===== src/rtl/key_loader_if.sv =====
// rtl/key_loader_if.sv - byte-wide valid/ready handshake from the key source into key_loader
interface key_loader_if;
   logic [7:0] byteIn;
   logic       byteValid;
   logic       byteReady;

   modport master (output byteIn, output byteValid, input byteReady);
   modport slave  (input byteIn, input byteValid, output byteReady);
endinterface


===== src/rtl/key_loader.sv =====
// rtl/key_loader.sv - assembles the 128-bit cipher key bytewise, pulses startTransition, flags keyReady
module key_loader #(
   parameter int START_CYCLES = 5,
   parameter int KEY_LATENCY  = 20
) (
   input  logic         clock,
   input  logic         reset,
   key_loader_if.slave  keyBus,
   output logic [127:0] roundKeyInput,
   output logic         startTransition,
   output logic         keyReady,
   output logic         busy
);
   typedef enum logic [1:0] {LOAD, START, WAIT, READY} stateT;

   localparam logic [7:0] startLast = 8'(START_CYCLES - 1);
   localparam logic [7:0] waitLast  = 8'(KEY_LATENCY - 1);

   stateT      state;
   logic [3:0] byteCount;
   logic [7:0] cycleCount;
   logic       accept;

   // Readiness comes from state alone so the source can never form a combinational loop through us.
   assign keyBus.byteReady = (state == LOAD) || (state == READY);
   assign busy             = (state == START) || (state == WAIT);
   assign accept           = keyBus.byteValid && keyBus.byteReady;

   always_ff @(posedge clock) begin
      if (reset) begin
         state           <= LOAD;
         byteCount       <= 4'd0;
         cycleCount      <= 8'd0;
         roundKeyInput   <= 128'h0;
         startTransition <= 1'b0;
         keyReady        <= 1'b0;
      end else begin
         if (accept) begin
            roundKeyInput[{byteCount, 3'b000} +: 8] <= keyBus.byteIn;
            byteCount                               <= byteCount + 4'd1;
         end
         case (state)
            LOAD: begin
               if (accept && byteCount == 4'd15) begin
                  state           <= START;
                  startTransition <= 1'b1;
                  cycleCount      <= 8'd0;
               end
            end
            START: begin
               if (cycleCount == startLast) begin
                  startTransition <= 1'b0;
                  cycleCount      <= 8'd0;
                  if (KEY_LATENCY == 0) begin
                     state    <= READY;
                     keyReady <= 1'b1;
                  end else begin
                     state <= WAIT;
                  end
               end else begin
                  cycleCount <= cycleCount + 8'd1;
               end
            end
            WAIT: begin
               if (cycleCount == waitLast) begin
                  state      <= READY;
                  keyReady   <= 1'b1;
                  cycleCount <= 8'd0;
               end else begin
                  cycleCount <= cycleCount + 8'd1;
               end
            end
            READY: begin
               // byteCount has wrapped to 0, so this byte starts a fresh key at [7:0].
               if (accept) begin
                  keyReady <= 1'b0;
                  state    <= LOAD;
               end
            end
            default: state <= LOAD;
         endcase
      end
   end
endmodule


===== src/flat_wrapper.sv =====
// flat-port wrapper written by rule: the top's interface ports become plain ports
module key_loader_flat 
#(
   parameter int START_CYCLES = 5,
   parameter int KEY_LATENCY  = 20
)
  (clock, reset, roundKeyInput, startTransition, keyReady, busy, keyBus_byteIn, keyBus_byteValid, keyBus_byteReady);
  key_loader_if keyBus_i ();
  input  logic clock;
  input  logic reset;
  output logic [127:0] roundKeyInput;
  output logic startTransition;
  output logic keyReady;
  output logic busy;
  input wire logic [$bits(keyBus_i.byteIn)-1:0] keyBus_byteIn;
  input wire logic [$bits(keyBus_i.byteValid)-1:0] keyBus_byteValid;
  output wire logic [$bits(keyBus_i.byteReady)-1:0] keyBus_byteReady;
  assign keyBus_i.byteIn = keyBus_byteIn;
  assign keyBus_i.byteValid = keyBus_byteValid;
  assign keyBus_byteReady = keyBus_i.byteReady;
  key_loader #(.START_CYCLES(START_CYCLES), .KEY_LATENCY(KEY_LATENCY)) u_core (.clock(clock), .reset(reset), .keyBus(keyBus_i), .roundKeyInput(roundKeyInput), .startTransition(startTransition), .keyReady(keyReady), .busy(busy));
endmodule

===== config.mk =====
export PLATFORM = sky130hd
export DESIGN_NAME = key_loader_flat
export DESIGN_NICKNAME = d
export VERILOG_FILES = /design/src/rtl/key_loader_if.sv /design/src/rtl/key_loader.sv /design/src/flat_wrapper.sv
export SDC_FILE = /design/constraint.sdc
export NUM_CORES = 1
export LEC_CHECK = 0
export CAP_MARGIN = 10
export CORE_ASPECT_RATIO = 0.8
export CORE_MARGIN = 1
export CORE_UTILIZATION = 46
export DETAILED_ROUTE_END_ITERATION = 6
export GPL_TIMING_DRIVEN = 0
export PLACE_DENSITY = 0.79
export SETUP_SLACK_MARGIN = 0.15
export SLEW_MARGIN = 20
export SYNTH_ARGS = -nofsm -noshare
export SYNTH_HDL_FRONTEND = slang
export SYNTH_SLANG_ARGS = --single-unit

===== constraint.sdc =====
create_clock -name clock -period 2.56 [get_ports clock]
set_clock_uncertainty 0.15 [all_clocks]
set_input_delay 0.256 -clock clock [delete_from_list [all_inputs] [get_ports clock]]
set_output_delay 0.256 -clock clock [all_outputs]
set_load 0.005 [all_outputs]

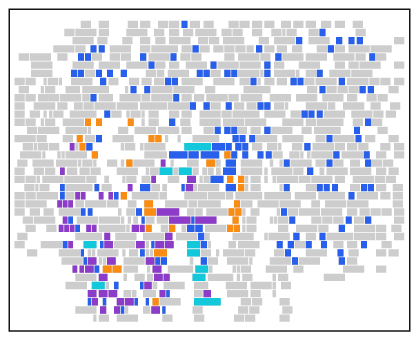
**Above:** run 1 (gate-type map).
(3 px per µm)
Key: orange = and/or cells [cells 29]; blue = nand cells [cells 149, where all over the die]; cyan = fa/ha/maj cells [cells 10]; purple = aoi and oai cells [cells 54]
combinational share of cell area: 38.11%
final non-filler cell total: 983

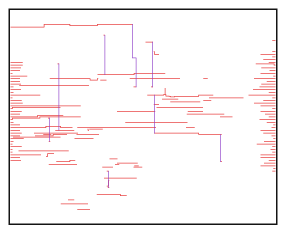
**Above:** run 1 (wiring by layer).
(2 px per µm) Two of the layers only.
Key: purple = M4 [wire length 161 µm]; red = M3 [wire length 1230 µm]
total wire length: 17.67 mm
vias after detailed routing: 5307
aggregate global-route resource usage: 25.46%
mean routed wirelength per cell: 17.98 µm

==> flow_results.org, run 1 <==
#+TITLE: Flow metrics

** Final timing
- In the post-route analysis, the smallest setup slack over all paths is ~210 ps.
- At the pin with the least slew margin, the transition time is around 810 ps.
- The worst-case max-slew headroom was logged as ~46%.
- Tcrit/Tclk final :: 91.87%
- Per the timing report, the achievable frequency comes out to approximately 430 MHz.

** Detailed routing
- Iter 0 DRT Violations :: 396
- Remaining antenna violation count :: 0
- The script logs the ratio of routed vias to standard cells as between 5 and 6.
- The routed layout reports a DRC error count of 0.

** Placement
- Instance area at placement :: a little under 8000 µm²
- GPL Wtd Cong :: 0.8845

** Layout
- After routing the design area is roughly 9000 µm².
- The most common logic cells in the final layout are clkdlybuf4s50_1, dfxtp_1, mux2i_1.
- Area delta synth->final :: 38.68%
- Per the final layout report, the fraction of cells sized above drive strength 1 comes to ~11%.
- Layout net count :: 816
- The final antenna diode tally reported by the flow is 0.

** Power and ir drop
- The script computed a power per unit cell area of 567.6 nW/µm².
- Leakage power figure :: around 3.5 nW

** Synth
- Biggest area cells :: dfxtp_1, mux2i_1, nand2b_1
- Number of library cell types mapped by synthesis :: between 40 and 50
- Each instance of the synthesized netlist takes up on average approximately 10 µm².
- Number of cells in the yosys synthesis report :: 628
- The synthesized design contains approximately 140 register bits.
- Synthesis produced a netlist with a net count of 649.

** Worst setup path
- Reg2reg start :: u_core.byteCount[0]$_SDFFE_PP0P_
- Critical path peak fanout :: 10
- Startpoint Class :: flip-flop
- The critical path starts at u_core.state[1]$_SDFFE_PP0P_.
- STA classifies the critical path endpoint as an output port.

** Global route
- Entering global routing, the biggest net connects 17 pins.
- Per the GRT congestion report, total overflow comes to 0.
- The initial antenna violation count came to 0.

** Run status
- Run status :: complete, no violations

** CTS
- Root buffer selected by CTS :: clkbuf_16
- Clock buffers created by TritonCTS :: 17
- Clock buffer depth :: 2
- H-tree lvl count :: 4

** Job
- The report counts max-capacitance violations totalling 0.

** Floorplanning
- For this configuration, the core starts out at a cell density of 48.19%.
- Per the OpenROAD floorplan log, the area of the core is around 13000 µm².

** Min path
- The most critical min-delay path falls under reg2reg.
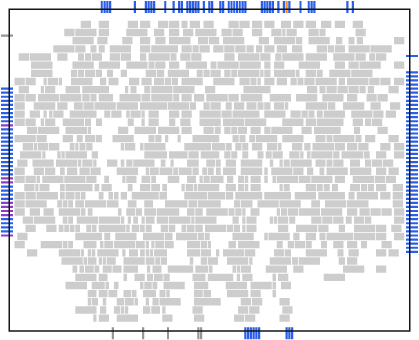
**Above:** run 1 (pin placement).
(3 px per µm) Pins as bars across the die edge, other pins in gray.
Key: purple = keyBus_byteIn [pins 8, direction input, edge west]; orange = reset [pins 1, direction input, edge north]; blue = roundKeyInput [pins 128, direction output, edge 46 east, 44 north, 29 west, 9 south]
All pins by edge: 46 east, 45 north, 38 west, 14 south.
die width: 133.0 µm
floorplan die height: 106.8 µm
number of port buffers: 141

==> run 1: stage by stage <==
step           cells  utilization, %  power [mW]  hold slack (ps)  TNS, ps
2_1_floorplan    628               -       2.545            249.9        0
3_3_place_gp     944           60.68       2.661            312.7    -9651
3_5_place_dp     944           60.68       2.669            314.9   -12620
4_1_cts          979           66.13       4.972            328.0        0
5_1_grt          983           66.83       5.125            347.0        0
6_report         983           66.83       4.970            325.2        0
==> run 1: power by group <==
group	switching [mW]	internal, mW
Combinational	0.231	0.155
Clock	1.05	1.27
Sequential	0.0108	2.25
Total	1.29	3.68
==> run 1: worst paths after layout <==
kind                            cells past startpoint                                     to
worst max-delay path                                6                       keyBus_byteReady
worst min-delay path                                2  u_core.roundKeyInput[81]$_SDFFE_PP0P_
worst max register to register                     10  u_core.roundKeyInput[56]$_SDFFE_PP0P_
worst min register to register                      2  u_core.roundKeyInput[81]$_SDFFE_PP0P_
==> run 1: final cells by class <==
cell class / count / area (µm²) / share of cell area [%]
Buffer: 37 / 203.9 / 2.329
Clock buffer: 17 / 425.4 / 4.859
Clock inverter: 15 / 127.6 / 1.458
Inverter: 10 / 37.54 / 0.4287
Multi-Input combinational cell: 437 / 3337 / 38.11
Sequential cell: 144 / 2892 / 33.02
Tap cell: 175 / 219.0 / 2.501
Timing Repair Buffer: 148 / 1514 / 17.29
==> run 1: critical path, stage by stage, from the launching register on <==
cell and delay (ps):
dfxtp_4 360, inv_2 90, ha_4 210, clkbuf_8 160, clkbuf_8 170, inv_1 50
clkdlybuf4s50_1 480
==> run 1: Yosys cell counts (all sizes together) <==
cell type,count
or4,1
o2111ai,12
and3,12
a32oi,3
nand4,5
nor4b,1
clkbuf,29
a21boi,1
and3b,3
or3,3
a31oi,6
o31a,1
o21bai,3
nand3,19
nand3b,2
nor2b,4
ha,10
o31ai,1
nor4,5
a21oi,12
a211oi,2
nand2,15
o211ai,2
nor3,2
o21ai,12
o21a,3
dfxtp,144
nand2b,108
and4,1
xor2,3
inv,10
xnor2,1
and4bb,1
buf,8
nor2,52
and2,8
a21o,1
mux2i,122
==> run 1: sequential cells by signal (all words and copies together) (netlist names) <==
signal and cells:
u_core.byteCount 4, u_core.cycleCount 8, u_core.keyReady 1, u_core.roundKeyInput 128
u_core.startTransition 1, u_core.state 2
==> run 1: logic make-up (layout without fill, tap and decap cells) <==
kind of cell,after synthesis,count (layout),synth area share (%)
compound gates,59,59,6.738
xor+xnor,4,4,0.5550
fa+ha+maj,10,10,1.982
buf+inv,47,227,3.151
flops,144,144,45.66
mux,122,122,19.34
simple gates,242,242,22.57
==> run 1: what timing repair did <==
item	4_1_cts	5_1_grt
pin swaps	4	2
endpoints found under the setup margin	108	100
cloned	0	0
buffers inserted	3	4
gates resized	29	18
==> run 1: routing by layer <==
layer | vias up | share of wire (%) | GRT usage [%]
li1 | 2522 | - | -
met1 | 2574 | 46 | 34.13
met2 | 194 | 46 | 41.36
met3 | 17 | 6.9 | 6.005
met4 | 0 | 0.91 | 5.993
met5 | - | 0 | 0
**Run 1: the clock network**

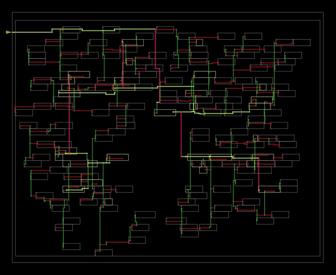

--- run 2 (diff from run 1) ---
--- a/config.mk
+++ b/config.mk
@@ -8,10 +8,10 @@
 export CAP_MARGIN = 10
 export CORE_ASPECT_RATIO = 0.8
 export CORE_MARGIN = 1
-export CORE_UTILIZATION = 46
+export CORE_UTILIZATION = 35
 export DETAILED_ROUTE_END_ITERATION = 6
 export GPL_TIMING_DRIVEN = 0
-export PLACE_DENSITY = 0.79
+export PLACE_DENSITY = 0.63
 export SETUP_SLACK_MARGIN = 0.15
 export SLEW_MARGIN = 20
 export SYNTH_ARGS = -nofsm -noshare
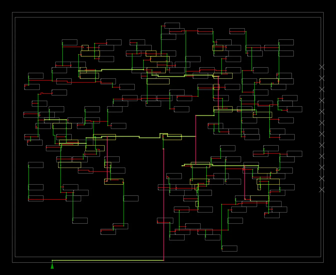
**Above:** run 2 (the clock network).
Clock Power: 2.60 mW
sequential cells: 144

==> flow_results.org, run 2 <==
#+TITLE: Flow metrics

** Detailed routing
- The wire length on met3 came to 1.466 mm (+19%).
- DRC errors left :: 12 (+12)
- WL met2 :: 8.353 mm (+1.7%)
- The via count normalized by instance count came to 5.087 (-5.8%).
- Iter 0 DRT Violations :: 268 (-32%)

** Min path
- Note that the worst hold path type here is reg2reg.

** CTS
- Per the CTS log, the root buffer master is clkbuf_16.
- The clock tree buffer depth was 2 (unchanged).
- H-tree lvl count :: 4 (unchanged)

** Run status
- Failing checks :: design-rule violations
- The flow ran to the end, but the final reports show violations.

** Synth
- The count of unique library cells instantiated by Yosys was 43 (unchanged).
- The count of flip-flops with a built-in enable after synthesis is 0 (unchanged).
- Syn Nets :: 649 (unchanged)
- Flops & latches, synth :: 144 (unchanged)
- Number of cells in the yosys synthesis report :: 628 (unchanged)
- Average footprint of a synthesized cell :: 10.05 µm² (unchanged)
- Yosys reports that the most numerous cell types are dfxtp_1, mux2i_1, nand2b_1, nor2_1, clkbuf_1.
- The async set-reset flop share out of synthesis came to 0% (unchanged).

** Layout
- Final core occ :: 50.91% (-16 points)
- The sequential cell area in the final layout is 2889 µm² (about the same).
- Number of antenna diodes :: 0 (unchanged)
- Ranking logic cells in the layout by count gives the top entries clkdlybuf4s50_1, dfxtp_1, mux2i_1.
- The total area of multi-input combinational cells is 3357 µm² (+0.60%).
- The flip-flop count of the largest register after layout was 128 (unchanged).
- Finished layout cell area :: 8902 µm² (+1.7%)
- Layout net count :: 816 (unchanged)
- Area delta synth->final :: 41.00%

** Worst setup path
- The maximum fanout along the worst path came to 10 (unchanged).
- Worst-path cell with the longest stage delay :: clkdlybuf4s50_1
- Top cell by count, worst path :: clkbuf_8
- STA classifies the critical path startpoint as a flip-flop.
- Endpoint kind of the worst setup timing path :: output port
- Listed in order, past its start point the critical path passes inv_2 -> ha_4 -> clkbuf_8 -> clkbuf_8 -> inv_1 -> clkdlybuf4s50_1.

** Final timing
- Achievable Freq :: 425.6 MHz (about the same)
- The post-layout period usage of the worst path was 91.79% (about the same).
- The headroom to the max-slew limit was 47.71% (+1.9 points).
- The actual slew at the worst max-slew pin came to 784.3 ps (-28.77 ps).

** Job
- Reported max-cap violation count :: 0 (unchanged)

** Power and ir drop
- The leakage power total was 3.492 nW (+1.1%).
- Power density relative to cell area :: 592.6 nW/µm² (+4.4%)

** Global route
- Overall overflow remaining after global route :: 0 (unchanged)
- The initial antenna violation count came to 0 (unchanged).
- The maximum number of pins on one net before global-route repair is 17 (unchanged).

** Floorplanning
- The standard cell core area came to 17490 µm² (+33%).
- Die width :: 152.2 µm (+14%)
- Floorplan die height :: 122.1 µm (+14%)

** Placement
- GPL Wtd Cong :: 0.8780 (-0.73%)
- Number of port buffers :: 141 (unchanged)
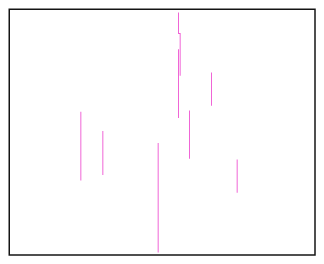
**Above:** run 2 (the metal 4 layer).
(2 px per µm)
The layer holds 1.2% of the routed length. The wires run mostly vertical. The longest straight run is 54.4 µm.
vias after detailed routing: 5245
total wire length: 18.73 mm

## run 2: through the flow
| stage | TNS [ps] | std cells | hold WS, ps | worst slack (ps) | power, mW |
|---|---|---|---|---|---|
| floorplan | 0 | 628 | 249.9 | 218.2 | 2.545 |
| global route | 0 | 1031 | 339.2 | 123.5 | 5.453 |
| CTS | 0 | 1029 | 327.5 | 156.0 | 5.300 |
| global placement | -10810 | 994 | 312.8 | -337.7 | 2.670 |
| detailed placement | -15450 | 994 | 315.3 | -431.2 | 2.680 |
| finish | 0 | 1031 | 325.5 | 210.3 | 5.275 |
## run 2: where the power goes
group / internal, mW / switching (mW)
Combinational: 0.160 / 0.249
Sequential: 2.26 / 0.0109
Clock: 1.67 / 0.925
Total: 4.09 / 1.19
## run 2: layer usage
layer / GRT usage (%) / vias to the layer above
met1: 26.70 / 2522
met4: 5.740 / 0
met3: 6.759 / 17
met2: 32.40 / 198
li1: - / 2508
met5: 0 / -
## run 2: cell type report
cell class                      instances  area share [%]
Multi-Input combinational cell        437           37.71
Sequential cell                       144           32.45
Timing Repair Buffer                  148           17.01
Clock buffer                           21           5.172
Tap cell                              225           3.162
Buffer                                 37           2.263
Clock inverter                          9           1.785
Inverter                               10          0.4498
## run 2: worst max-delay path: cells and delay by family (launching register included)
kind,cells,cell delay [ps]
buf+inv,5,930
flops,1,340
fa+ha+maj,1,240
## run 2: what timing repair did
item                                    CTS  global route
endpoints found under the setup margin  133           118
buffers inserted                          5             2
resized                                  29            19
pin swaps                                 4             0
## run 2: path summary, 6_finish.rpt
kind                                                             from                                     to  slack (ps)  cells past startpoint
worst max-delay path                     u_core.state[0]$_SDFFE_PP0P_                       keyBus_byteReady         210                      6
worst min register to register  u_core.roundKeyInput[42]$_SDFFE_PP0P_  u_core.roundKeyInput[42]$_SDFFE_PP0P_         330                      2
worst min-delay path            u_core.roundKeyInput[42]$_SDFFE_PP0P_  u_core.roundKeyInput[42]$_SDFFE_PP0P_         330                      2
worst max register to register       u_core.byteCount[1]$_SDFFE_PP0P_  u_core.roundKeyInput[62]$_SDFFE_PP0P_         220                      9
## run 2: cells by family after synthesis
group	Yosys count	synth area share, %
AOI/OAI and AO/OA	59	6.738
muxes	122	19.34
buffers and inverters	47	3.151
DFF	144	45.66
adders and majority gates	10	1.982
xor gates and xnor gates	4	0.5550
and+or+nand+nor	242	22.57
**Run 2: wiring by layer**

(2 px per µm) Two of the layers only.
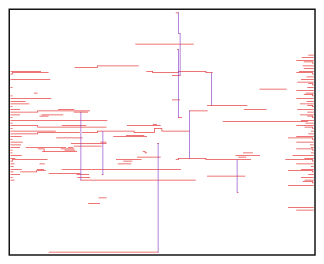

--- run 3 (diff from run 2) ---
--- a/config.mk
+++ b/config.mk
@@ -9,8 +9,8 @@
 export CORE_ASPECT_RATIO = 0.8
 export CORE_MARGIN = 1
 export CORE_UTILIZATION = 35
+export CTS_BUF_LIST = sky130_fd_sc_hd__clkbuf_8
 export DETAILED_ROUTE_END_ITERATION = 6
-export GPL_TIMING_DRIVEN = 0
 export PLACE_DENSITY = 0.63
 export SETUP_SLACK_MARGIN = 0.15
 export SLEW_MARGIN = 20
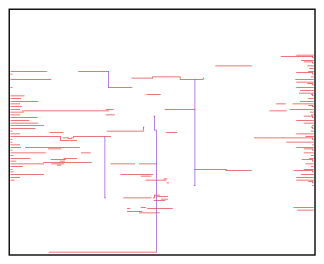
**Above:** run 3 (wiring by layer).
(2 px per µm) Two of the layers only.
Key: red = M3 [wire length 1110 µm]; purple = M4 [wire length 161 µm]
aggregate global-route resource usage: 19.17%
total wire length: 17.24 mm
mean routed wirelength per cell: 17.07 µm
vias after detailed routing: 5051

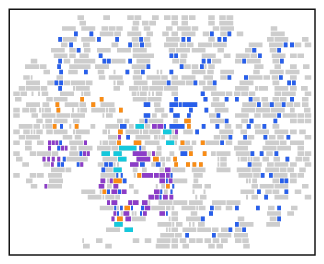
**Above:** run 3 (gate-type map).
(2 px per µm)
Key: cyan = fa/ha/maj cells [cells 10]; purple = aoi and oai cells [cells 54]; blue = nand cells [cells 149, where all over the die]; orange = and/or cells [cells 29]
final non-filler cell total: 1010
combinational share of cell area: 38.80%
highest-count logic cell in the final layout: dfxtp_1

==> flow_results.org, run 3 <==
#+TITLE: Flow metrics

** Final timing
- The final sum of negative setup slack is 0 ps (unchanged).
- Min Hold Slack :: 144.4 ps (-181.2 ps)
- The achievable frequency was 435.7 MHz (+2.4%).
- The post-layout period usage of the worst path was 89.66% (-2.1 points).
- The actual slew at the worst max-slew pin is 696.0 ps (-88.30 ps).

** Power and ir drop
- Power density relative to cell area :: 536.9 nW/µm² (-9.4%)
- Fraction of power consumed by the clock network :: 42.5% (-6.7 points)
- Net Sw Frac :: 24.47% (+2.0 points)
- The share of total power in combinational logic was 7.9% (about the same).
- The switching power was 1.120 mW (-5.5%).
- The leakage power total came to 3.362 nW (-3.7%).

** Worst setup path
- Startpoint Class :: flip-flop
- Cell family with the largest share of critical-path delay :: simple AND/OR/NAND/NOR gates
- Traced cell by cell, the critical path runs through inv_1 -> ha_1 -> nor2_2 -> nand4_2 -> mux2i_1.
- Critical path peak fanout :: 12 (+2)
- The worst path buffer plus inverter count was 1 (-4).

** Floorplanning
- The standard cell core area was 17490 µm² (unchanged).
- Floorplan die height :: 122.1 µm (unchanged)

** Synth
- Number of enable-type register cells in the synthesized netlist :: 0 (unchanged)
- The post-synthesis adder-cell area fraction was 1.982% (unchanged).
- Syn Nets :: 649 (unchanged)
- MUX area fraction :: 19.34% (unchanged)
- The post-synthesis compound-gate area fraction was 6.738% (unchanged).
- Number of library cell types mapped by synthesis :: 43 (unchanged)
- By area, the combinational part of the netlist is dominated by simple AND/OR/NAND/NOR gates.
- The async set-reset flop share out of synthesis came to 0% (unchanged).
- Number of cells in the yosys synthesis report :: 628 (unchanged)
- Flops & latches, synth :: 144 (unchanged)

** Global route
- Maximum number of pins on one net before global-route repair :: 70 (+53)
- Overall overflow remaining after global route :: 0 (unchanged)
- The initial antenna violation count was 0 (unchanged).

** Job
- Reported max-cap violation count :: 0 (unchanged)

** Detailed routing
- Iter 0 DRT Violations :: 284 (+6.0%)
- DRC errors left :: 12 (unchanged)

** Placement
- The cell count after placement was 978 (-1.6%).
- Number of port buffers :: 142 (+0.71%)
- The placer congestion estimate is 0.8256 (-6.0%).

** Layout
- From synthesis to final layout, the design area changed by 34.98%.
- Commonest cells after routing, fill and taps aside :: dfxtp_1, clkdlybuf4s50_1, mux2i_1
- The number of nets in the finished design came to 793 (-2.8%).

** Run status
- Run status :: finished with violations
- The final reports fail on design-rule violations.

** CTS
- Clock buffer depth :: 2 (unchanged)
- The tree is rooted in a clkbuf_8.
[run 3: netlist changes by cell type in the layout (fill, tap and decap cells not counted), moves of 3 or more]
cell / before / now
buf_6: 3 / 0
clkbuf_16: 17 / 0
clkinvlp_4: 1 / 4
nand3_4: 3 / 0
buf_2: 3 / 0
buf_12: 4 / 1
clkbuf_2: 4 / 0
buf_4: 5 / 20
clkbuf_8: 4 / 17
inv_1: 8 / 13
clkbuf_1: 24 / 0
[run 3: cells by family after synthesis]
logic type	Yosys count
and+or+nand+nor	242
adders and majority gates	10
AOI/OAI and AO/OA	59
buffers and inverters	47
DFF	144
xor gates and xnor gates	4
muxes	122
[run 3: per-stage QoR]
stage               util, %  setup WS (ps)  area, µm²  total power [mW]
floorplan                 -          218.2       6320             2.545
global placement      45.87          255.9       8020             2.660
detailed placement    45.87          128.3       8020             2.668
CTS                   48.34          143.0       8453             4.606
global route          48.74          85.44       8522             4.772
finish                48.74          264.8       8522             4.575
[run 3: what timing repair did]
action                     in CTS  in global routing
gates resized                   3                 13
cloned                          0                  0
pin swaps                       0                  0
setup endpoints to repair       7                122
[run 3: layer usage]
layer  GRT usage [%]  vias up  part of all wire, %
li1                -     2460                    -
met1           26.23     2402                   49
met2           29.49      179                   44
met3           4.980       10                  6.4
met4           5.931        0                 0.93
met5               0        -                    0
[run 3: power by group through the flow]
| stage | clock network (mW) | registers, mW | logic [mW] |
|---|---|---|---|
| 2_1_floorplan | 0 | 2.32 | 0.229 |
| 3_3_place_gp | 0 | 2.32 | 0.339 |
| 3_5_place_dp | 0 | 2.32 | 0.346 |
| 4_1_cts | 1.99 | 2.27 | 0.347 |
| 5_1_grt | 2.11 | 2.27 | 0.390 |
| 6_report | 1.95 | 2.27 | 0.361 |
[run 3: cell type report]
cell class	instances	area, µm²	share of cell area (%)
repair buffers	162	1582	18.56
multi-input cells	437	3307	38.80
flip-flops and latches	144	2885	33.86
clock inverters	15	195.2	2.290
clock buffers	17	234.0	2.746
inverters	10	37.54	0.4405
well taps	225	281.5	3.303
[run 3: worst paths after layout]
check / to / slack [ps] / from / cells after the start
setup / recovery: u_core.roundKeyInput[33]$_SDFFE_PP0P_ / 260 / u_core.byteCount[1]$_SDFFE_PP0P_ / 5
hold / removal: u_core.roundKeyInput[3]$_SDFFE_PP0P_ / 140 / reset / 2
setup reg to reg: u_core.roundKeyInput[33]$_SDFFE_PP0P_ / 260 / u_core.byteCount[1]$_SDFFE_PP0P_ / 5
hold reg to reg: u_core.roundKeyInput[42]$_SDFFE_PP0P_ / 330 / u_core.roundKeyInput[42]$_SDFFE_PP0P_ / 2
Power is estimated from default activity; no workload was simulated.
